==> images/util_map.png <==
Drawn at 4 px/µm. 6 x 6 tiles, from black (low) to pale yellow (high), 0 to 100% covered.
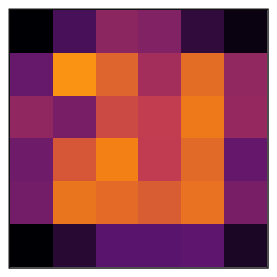
==> images/clock_wires.png <==
Drawn at 10 px/µm.
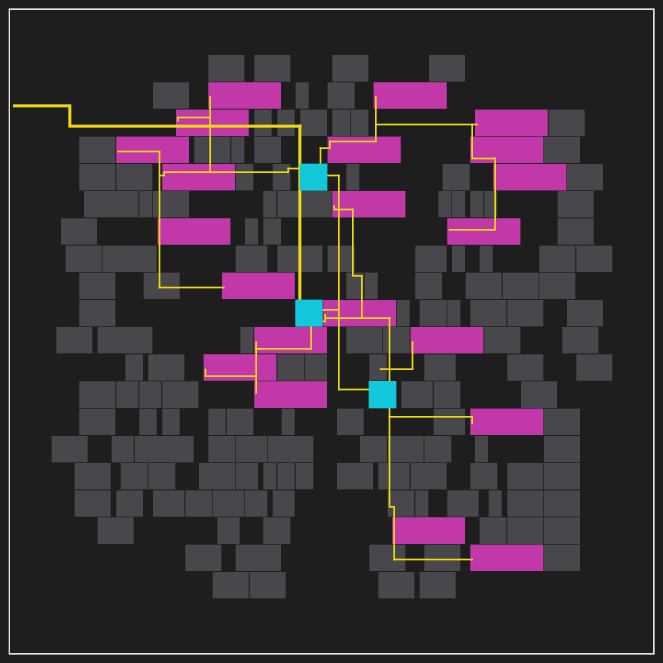
==> images/class_map.png <==
Drawn at 6 px/µm. Fill, decap, tap and diode cells in grey.
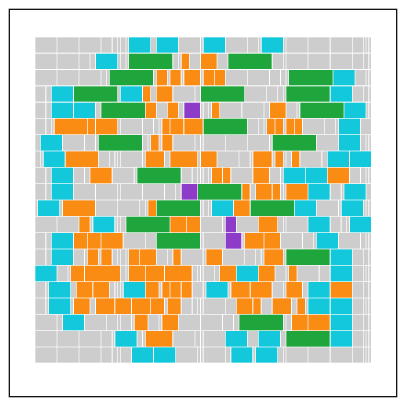
==> images/closeup.png <==
Window x 20 to 45, y 20 to 45 µm. Cells in grey, sequential cells in the stronger grey; small squares are vias.
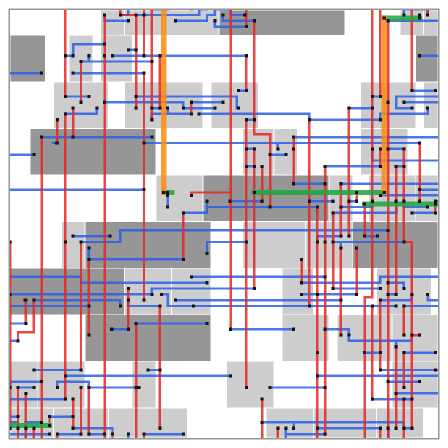
## src/rtl/spi_tx_arbiter_if.sv

```systemverilog
// Bus bundle between N word requesters, the arbiter and one SPI transmitter.
// The master modport is the arbiter's view; slave is the requester/transmitter side.
interface spi_tx_arbiter_if #(
    parameter int P_DATA_WIDTH = 8,
    parameter int P_NUM_REQ    = 4
);
    localparam int GW = (P_NUM_REQ > 1) ? $clog2(P_NUM_REQ) : 1;

    logic [P_NUM_REQ-1:0]              req_valid;
    logic [P_NUM_REQ*P_DATA_WIDTH-1:0] req_data;
    logic [P_NUM_REQ-1:0]              req_ready;
    logic                              tx_valid;
    logic [P_DATA_WIDTH-1:0]           tx_data;
    logic                              tx_ready;
    logic [GW-1:0]                     grant_id;
    logic                              busy;
    logic                              xfer_done;

    modport master (
        input  req_valid, req_data, tx_ready,
        output req_ready, tx_valid, tx_data, grant_id, busy, xfer_done
    );

    modport slave (
        output req_valid, req_data, tx_ready,
        input  req_ready, tx_valid, tx_data, grant_id, busy, xfer_done
    );
endinterface

```

## src/rtl/spi_tx_arbiter.sv

```systemverilog
// Round-robin arbiter feeding one SPI transmitter a word at a time (IDLE/SEND/WAIT).
// Define SPI_ARB_BURST_EN to let a granted requester send up to P_MAX_BURST words back to back.
module spi_tx_arbiter #(
    parameter int P_DATA_WIDTH = 8,
    parameter int P_NUM_REQ    = 4,
    parameter int P_MAX_BURST  = 4
) (
    input logic              clk_100,
    input logic              s_rst,
    spi_tx_arbiter_if.master bus
);
    localparam int GW = (P_NUM_REQ > 1) ? $clog2(P_NUM_REQ) : 1;

    typedef enum logic [1:0] {S_IDLE, S_SEND, S_WAIT} state_e;

    state_e                  state_q;
    logic [P_NUM_REQ-1:0]    req_ready_q;
    logic                    tx_valid_q;
    logic [P_DATA_WIDTH-1:0] tx_data_q;
    logic [GW-1:0]           grant_q;
    logic [GW-1:0]           last_grant_q;
    logic                    busy_q;
    logic                    xfer_done_q;

    logic                    found_d;
    logic [GW-1:0]           sel_d;
    int                      idx;

`ifdef SPI_ARB_BURST_EN
    localparam int BW = $clog2(P_MAX_BURST + 1);
    logic [BW-1:0] burst_cnt_q;
`else
    localparam int unused_max_burst = P_MAX_BURST;
`endif

    // Search starts just past the last winner, so the previous grantee has lowest priority.
    always_comb begin
        // NOTE: every always_comb output gets a default first; a missed path would infer a latch.
        found_d = 1'b0;
        sel_d   = last_grant_q;
        idx     = 0;
        for (int k = 1; k <= P_NUM_REQ; k++) begin
            idx = int'(last_grant_q) + k;
            if (idx >= P_NUM_REQ) idx = idx - P_NUM_REQ;
            if (!found_d && bus.req_valid[idx]) begin
                found_d = 1'b1;
                sel_d   = GW'(idx);
            end
        end
    end

    always_ff @(posedge clk_100) begin
        if (s_rst) begin
            // NOTE: tx_data is reset too, so a dropped in-flight word never lingers on the bus.
            state_q      <= S_IDLE;
            req_ready_q  <= '0;
            tx_valid_q   <= 1'b0;
            tx_data_q    <= '0;
            grant_q      <= '0;
            last_grant_q <= GW'(P_NUM_REQ - 1);
            busy_q       <= 1'b0;
            xfer_done_q  <= 1'b0;
`ifdef SPI_ARB_BURST_EN
            burst_cnt_q  <= '0;
`endif
        end else begin
            // NOTE: non-blocking throughout so every register sees pre-edge values.
            req_ready_q <= '0;
            xfer_done_q <= 1'b0;
            case (state_q)
                S_IDLE: begin
                    if (found_d) begin
                        tx_data_q    <= bus.req_data[sel_d*P_DATA_WIDTH +: P_DATA_WIDTH];
                        tx_valid_q   <= 1'b1;
                        req_ready_q  <= P_NUM_REQ'(1) << sel_d;
                        grant_q      <= sel_d;
                        last_grant_q <= sel_d;
                        busy_q       <= 1'b1;
                        state_q      <= S_SEND;
`ifdef SPI_ARB_BURST_EN
                        burst_cnt_q  <= BW'(1);
`endif
                    end
                end
                S_SEND: begin
                    if (bus.tx_ready) begin
                        tx_valid_q <= 1'b0;
                        state_q    <= S_WAIT;
                    end
                end
                S_WAIT: begin
                    if (bus.tx_ready) begin
                        xfer_done_q <= 1'b1;
`ifdef SPI_ARB_BURST_EN
                        if (bus.req_valid[grant_q] && (burst_cnt_q < BW'(P_MAX_BURST))) begin
                            tx_data_q   <= bus.req_data[grant_q*P_DATA_WIDTH +: P_DATA_WIDTH];
                            tx_valid_q  <= 1'b1;
                            req_ready_q <= P_NUM_REQ'(1) << grant_q;
                            burst_cnt_q <= burst_cnt_q + BW'(1);
                            state_q     <= S_SEND;
                        end else begin
                            busy_q  <= 1'b0;
                            state_q <= S_IDLE;
                        end
`else
                        busy_q  <= 1'b0;
                        state_q <= S_IDLE;
`endif
                    end
                end
                default: begin
                    busy_q  <= 1'b0;
                    state_q <= S_IDLE;
                end
            endcase
        end
    end

    assign bus.req_ready = req_ready_q;
    assign bus.tx_valid  = tx_valid_q;
    assign bus.tx_data   = tx_data_q;
    assign bus.grant_id  = grant_q;
    assign bus.busy      = busy_q;
    assign bus.xfer_done = xfer_done_q;
endmodule

```

## src/flat_wrapper.sv

```systemverilog
// flat-port wrapper written by rule: the top's interface ports become plain ports
module spi_tx_arbiter_flat 
#(
    parameter int P_DATA_WIDTH = 8,
    parameter int P_NUM_REQ    = 4,
    parameter int P_MAX_BURST  = 4
)
  (clk_100, s_rst, bus_req_valid, bus_req_data, bus_tx_ready, bus_req_ready, bus_tx_valid, bus_tx_data, bus_grant_id, bus_busy, bus_xfer_done);
  spi_tx_arbiter_if #(.P_DATA_WIDTH(P_DATA_WIDTH), .P_NUM_REQ(P_NUM_REQ)) bus_i ();
  input logic clk_100;
  input logic s_rst;
  input wire logic [$bits(bus_i.req_valid)-1:0] bus_req_valid;
  input wire logic [$bits(bus_i.req_data)-1:0] bus_req_data;
  input wire logic [$bits(bus_i.tx_ready)-1:0] bus_tx_ready;
  output wire logic [$bits(bus_i.req_ready)-1:0] bus_req_ready;
  output wire logic [$bits(bus_i.tx_valid)-1:0] bus_tx_valid;
  output wire logic [$bits(bus_i.tx_data)-1:0] bus_tx_data;
  output wire logic [$bits(bus_i.grant_id)-1:0] bus_grant_id;
  output wire logic [$bits(bus_i.busy)-1:0] bus_busy;
  output wire logic [$bits(bus_i.xfer_done)-1:0] bus_xfer_done;
  assign bus_i.req_valid = bus_req_valid;
  assign bus_i.req_data = bus_req_data;
  assign bus_i.tx_ready = bus_tx_ready;
  assign bus_req_ready = bus_i.req_ready;
  assign bus_tx_valid = bus_i.tx_valid;
  assign bus_tx_data = bus_i.tx_data;
  assign bus_grant_id = bus_i.grant_id;
  assign bus_busy = bus_i.busy;
  assign bus_xfer_done = bus_i.xfer_done;
  spi_tx_arbiter #(.P_DATA_WIDTH(P_DATA_WIDTH), .P_NUM_REQ(P_NUM_REQ), .P_MAX_BURST(P_MAX_BURST)) u_core (.clk_100(clk_100), .s_rst(s_rst), .bus(bus_i));
endmodule
```

## config.mk

```make
export PLATFORM = sky130hd
export DESIGN_NAME = spi_tx_arbiter_flat
export DESIGN_NICKNAME = d
export VERILOG_FILES = /design/src/rtl/spi_tx_arbiter_if.sv /design/src/rtl/spi_tx_arbiter.sv /design/src/flat_wrapper.sv
export SDC_FILE = /design/constraint.sdc
export NUM_CORES = 1
export LEC_CHECK = 0
export CAP_MARGIN = 20
export CORE_MARGIN = 4
export CORE_UTILIZATION = 35
export DETAILED_ROUTE_END_ITERATION = 8
export GPL_TIMING_DRIVEN = 1
export PLACE_DENSITY_LB_ADDON = 0.12
export SYNTH_ARGS = -nofsm -noshare
export SYNTH_HDL_FRONTEND = slang
export SYNTH_SLANG_ARGS = --single-unit
```

## constraint.sdc

```tcl
create_clock -name clk_100 -period 6 [get_ports clk_100]
set_clock_uncertainty 0.1 [all_clocks]
set_input_delay 1.8 -clock clk_100 [delete_from_list [all_inputs] [get_ports clk_100]]
set_output_delay 1.8 -clock clk_100 [all_outputs]
set_load 0.01 [all_outputs]
```

==> reports/qor.yml <==
synthesis.area_per_instance_um2: 9.33
yosysUniqueCellTypes: 36
critical_path_arrival_ns: 3.84
power_frac_comb_pct: 38.3
layout_top_cells: "clkdlybuf4s50_1, dfxtp_1, nand2_1, nand3b_1, nor2_1"
place_congestion: 0.809
ys_cells: 119
buffer_ports.inserted: 55
wire_length_of_the_first_global_routing_pass_mm: 5.00
hold_class: "reg2reg"
synth.largest_area_cell: "dfxtp_1"
final_antenna_net_count: 0
cts-resized-gates: 0
syn_nets: 158
yosysTopAreaCellShare_pct: 37.9
fmax_ghz: 0.270
xor_share_pct: 0
ys.flops: 21
post_dp_cell_area_mm2: 0.00168
dp.cells: 213
route.detailed.wl_per_inst_um: 14.0
power.share.sequential_pct: 44.1
ys_top_logic_family: "AND-OR/OR-AND gates"
yosys_area_mm2: 0.00111
final_hold_viol_count: 0
timing.max_cap.violations: 0
largestPowerGroup: "sequential cells"
timing.critical_path.buf_inv: 1
crit_chain: "clkdlybuf4s50_1 -> nor4_2 -> nor3_1 -> nor2_1 -> nand2_1 -> o211ai_1"
finalCritPeriodShare_pct: 61.8
final-setup-viol-count: 0
result_of_the_run: "finished clean"
switching_power_mw: 0.123
horizontal_extent_of_the_die_um: 64.3
drt_iter0_markers: 35
cp_max_fo: 11
ys.flop_type: "dfxtp_1"
lay_top_count: "clkdlybuf4s50_1"
compound_area_share_pct: 24.9
final_layout_size_suffix_gt1_share_pct: 8.09
post-place-ws_ns: 1.95
postCtsSetupRepairBufs: 0
via_count: 1122
worst-setup-path-type: "in2reg"
worst-path-stages: 6
timing.hold.ws_ns: 0.355
synth_area_mm2: 0.00111
timing.slew.headroom_pct: 46.8
fin_cells: 217
final.setup.worst_slack_ns: 2.29
worst_path_dominant_cell_family: "simple AND/OR/NAND/NOR gates"
antenna_found_initial: 0
synth.yosys.warnings: 0
startpoint_class_of_the_critical_path: "input pin"
tritoncts: "done"
post_cts_hold_buffer_count: 0
synth.mux.area_fraction_pct: 8.57
layout_min_cycle_time_ns: 3.71
clock_sink_count: 21
design.final.nets: 213
cts_buffer_depth: 2
ctsRootBufferMaster: "clkbuf_4"
numCtsBuffers: 3
pwr.group.sequential_mw: 0.172
gr_ovfl_total: 0
total_leakage_power_nw: 0.628
timing.final.max_slew_violations: 0
timing.critical_path.slowest_cell_delay_ns: 0.63
rsz0062_at_grt: "no"
syn-instance-count: 119
topCellsByArea: "dfxtp_1, nand3b_1, mux2i_1"
io_pins: 56
antenna-diode-count: 0
via_count_of_the_first_global_routing_pass: 1077
avgViaCountPerCell: 5.17
largest_net_degree_at_the_start_of_global_routing: 13
pwr.group.combinational_mw: 0.149
power_density_mw_per_mm2: 228
drcViolationCount: 0
worstPathRequired_ns: 6.13
worstMarginPinSlew_ns: 0.792
worst-r2r-cell-count: 5
internal_power_mw: 0.266
cts.reportedPaths.clkPinSlew_ns: 0.12
enable_flop_cells: 0
detailed_place_hpwl_mm: 2.34
crit_path_end_kind: "flip-flop"
largest_reg_flops: 8
vdd_drop_max_mv: 0.0915
wl_mm: 3.05
firstDrtPassIters: 4
fp.dieArea_mm2: 0.00414
finalSetupTns_ns: 0
cts-htree-levels: 1
power.switching_fraction_pct: 31.6
post-layout-total-power_mw: 0.390
Back to the opening pictures, util_map.png:
tiles over 75% full: 2.8%
nearly empty tiles: 5.6%
fullest tile: 77%
densest ninth of the die: middle
mean over tiles: 40%
fp util: 36.4%
share of the core filled with cells: 55.9%
area of the core region: 0.00305 mm²

Back to the opening pictures, clock_wires.png:
legend:
  flip-flops:
    colour: magenta
    count: 21
  clock wires:
    colour: yellow
    length: 262 µm
  clock-net drivers:
    colour: cyan
    count: 3
routed clock nets: 4
clock network power: 0.0685 mW
later-pin clock latency in the skew report: 0.30 ns

Back to the opening pictures, class_map.png:
legend:
  remaining buffers and delay cells:
    colour: cyan
    cells: 55
    share_of_their_area: 33%
  remaining logic cells:
    colour: orange
    cells: 93
    share_of_their_area: 40%
  clock drivers and dummy loads:
    colour: purple
    cells: 4
    share_of_their_area: 1.7%
  registers:
    colour: green
    cells: 21
    share_of_their_area: 25%
post-route cell area: 0.00171 mm²
# rows: 20
flop share of the area: 24.6%

Back to the opening pictures, closeup.png:
legend:
  M1:
    colour: blue
  M2:
    colour: red
  M4:
    colour: orange
  M3:
    colour: green
cells with their middle in the window: 47
netlist names of flops here include: u_core.bus.tx_data (2), u_core.last_grant_q (2)
sequential cells in the window: 7
most frequent: dfxtp_1 (7), nand3b_1 (6), nor2_1 (5)

==> layout make-up <==
| cell class | count | area, µm² |
|---|---|---|
| Tap cell | 44 | 55.1 |
| Sequential cell | 21 | 420 |
| Clock buffer | 3 | 22.5 |
| Fill cell | 301 | 1350 |
| Inverter | 2 | 7.51 |
| Multi-Input combinational cell | 91 | 646 |
| Clock inverter | 1 | 5.00 |
| Timing Repair Buffer | 55 | 551 |
==> routing by layer <==
metal  routed length, µm  GRT usage (%)  share of wire [%]  vias to the layer above
met5                   0              0                  0                        -
met4                  28           5.28               0.92                        0
met3                 310           6.15                 10                        4
met2                1360           23.6                 45                       49
met1                1340           18.9                 44                      510
li1                    -              -                  -                      559
==> synthesized netlist by cell type, types with 2 or more instances <==
| library cell | number |
|---|---|
| a21oi_2 | 2 |
| nor3_1 | 3 |
| inv_1 | 2 |
| nand2b_1 | 3 |
| o21ai_1 | 2 |
| nor4_2 | 2 |
| nand2_1 | 12 |
| nor2_1 | 7 |
| a21oi_1 | 6 |
| clkbuf_1 | 3 |
| o2111ai_1 | 5 |
| o21ai_0 | 2 |
| o211ai_1 | 5 |
| dfxtp_1 | 21 |
| nor2b_1 | 2 |
| nand4_1 | 3 |
| a21o_1 | 3 |
| o31ai_1 | 3 |
| mux2i_1 | 5 |
| mux2_4 | 3 |
| a221o_1 | 3 |
| nand3b_1 | 8 |
==> path summary, 6_finish.rpt <==
path / to / start / slack, ns
setup / recovery: u_core.bus.tx_data[0] / bus_req_valid[3] / 2.29
hold / removal: u_core.bus.grant_id[1] / u_core.bus.grant_id[1] / 0.36
setup reg to reg: u_core.bus.tx_data[6] / u_core.last_grant_q[1] / 3.98
hold reg to reg: u_core.bus.grant_id[1] / u_core.bus.grant_id[1] / 0.36
Power figures rest on the tool's default switching activity, not on a simulated workload.
